Design rob_commit_ctrl_flat, sky130hd; sources not shown.
### PDN straps and rails

Drawn at 1 px/um. Pins as bars on the die edge. Tap cells in gray.
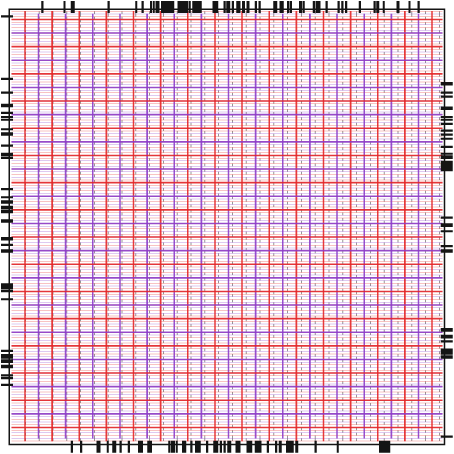
[red] VSS
[purple] VDD
met1 rails: 159
met4 straps: 31
met5 straps: 31
signal pins: 249
rows: 158
Die Wd: 434 um
die height: 434 um

### Cell classes on the final placement

Drawn at 1 px/um. Fill, decap, tap and diode cells in gray.
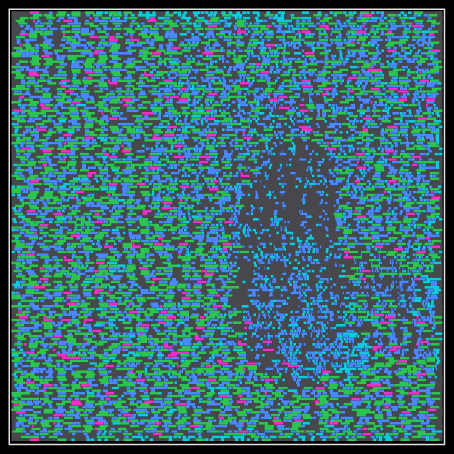
[blue] all other logic | cells: 3,830 | share of their area: 41%
[magenta] clock drivers and dummy loads | cells: 354 | share of their area: 6.0%
[green] flip-flops | cells: 1,781 | share of their area: 41%
[cyan] other buffers and delay cells | cells: 1,392 | share of their area: 12%
final instance area: 111,000 um^2
# rows: 158

### Clock wires, drivers and flops

Drawn at 1 px/um.
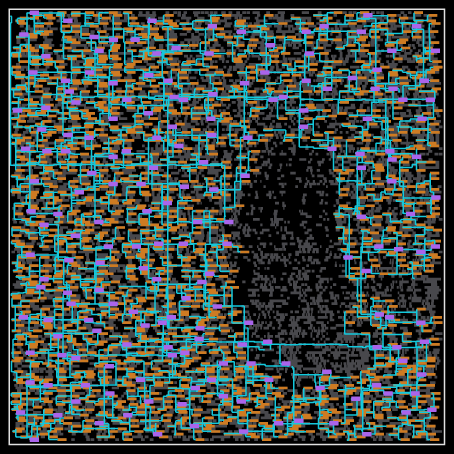
[orange] flip-flops | count: 1,781
[cyan] clock wires | length: 23.5 mm
[purple] cells driving clock nets | count: 191
routed clock nets: 192
flops lie: spread over the die
clk latency late pin: 880 ps
Clock Power Share: 0.211
clk pwr: 13,300 uW

==> out/metrics.yaml <==
fin_cells: 9846
timing.fmax_ghz: 0.153
avgSynthCellArea_um2: 14.6
grt_util_all_layers: 0.344
outcome: "complete, but fails checks"
synth_area_um2: 89500
syn_nets: 6291
place_ws_ps: -2310
finClkSkew_ps: 65.0
wl_um: 319000
final_cell_mix: "dfrtp_1 (1,778), mux2_2 (1,069), buf_4 (968)"
min_period_ps: 6530
cts_root_buf: "clkbuf_16"
yosysTopAreaCell: "dfrtp_1"
place_inst: 9463
worst_slack_ps: -1080
grt_max_degree: 161
syn_to_final_growth_pct: 24.3
clk_pin_slew_ps: 60
synth_cells: 6129
finalSetupViolCount: 1056
worst-path-max-fanout: 10
final_util: 0.600
drt_iter0_markers: 5315
area_leaders: "dfrtp_1 (50%), mux2_2 (15%), mux4_2 (13%)"
place_congestion: 0.999
port_buffers: 248
most_common_cell: "dfrtp_1"
die_area_um2: 188000
simple_gate_share: 0.0401
top_cells_by_count: "dfrtp_1 (1,781), mux2_2 (1,188), mux4_2 (517)"
slew_violations: 0
route.detailed.drc: 0
min_path_type: "in -> async"
crit_arrival_ps: 7280
worstPathRequired_ps: 6200
antenna_found_initial: 26
violations: "setup timing"
grt_pass1_wl_um: 460000
r2r_slack_ps: -430
vias: 60000
ir_drop_mv: 0.430
yosys_area_um2: 89500
clock_sinks: 1781
max-cap-violations: 0
tns_ps: -945800
max_stage_delay_ps: 520
ctsHoldBuffers: 0
[timing repair]
action	CTS	global route
gates resized	129	28
pin swaps	19	2
endpoints found under the setup margin	1056	1056
buffers inserted	12	3
cloned	3	0
[where the power goes]
part | internal (uW) | switching [uW] | leakage, uW
combinational | 15100 | 13200 | 0.0241
sequential | 18100 | 3320 | 0.0233
clock | 7640 | 5680 | 0.00318
total | 40900 | 22300 | 0.0505
[layout make-up]
class                      count  area, um^2  share of cell area
sequential                  1781       44600               0.401
multi-input combinational   3771       43600               0.393
clock inverter                52         663             0.00596
timing repair buffer        1392       13100               0.118
tap                         2480        3100              0.0279
clock buffer                 302        5810              0.0523
inverter                      59         234             0.00210
antenna                        9        22.5            0.000203
Power figures rest on the tool's default switching activity, not on a simulated workload.
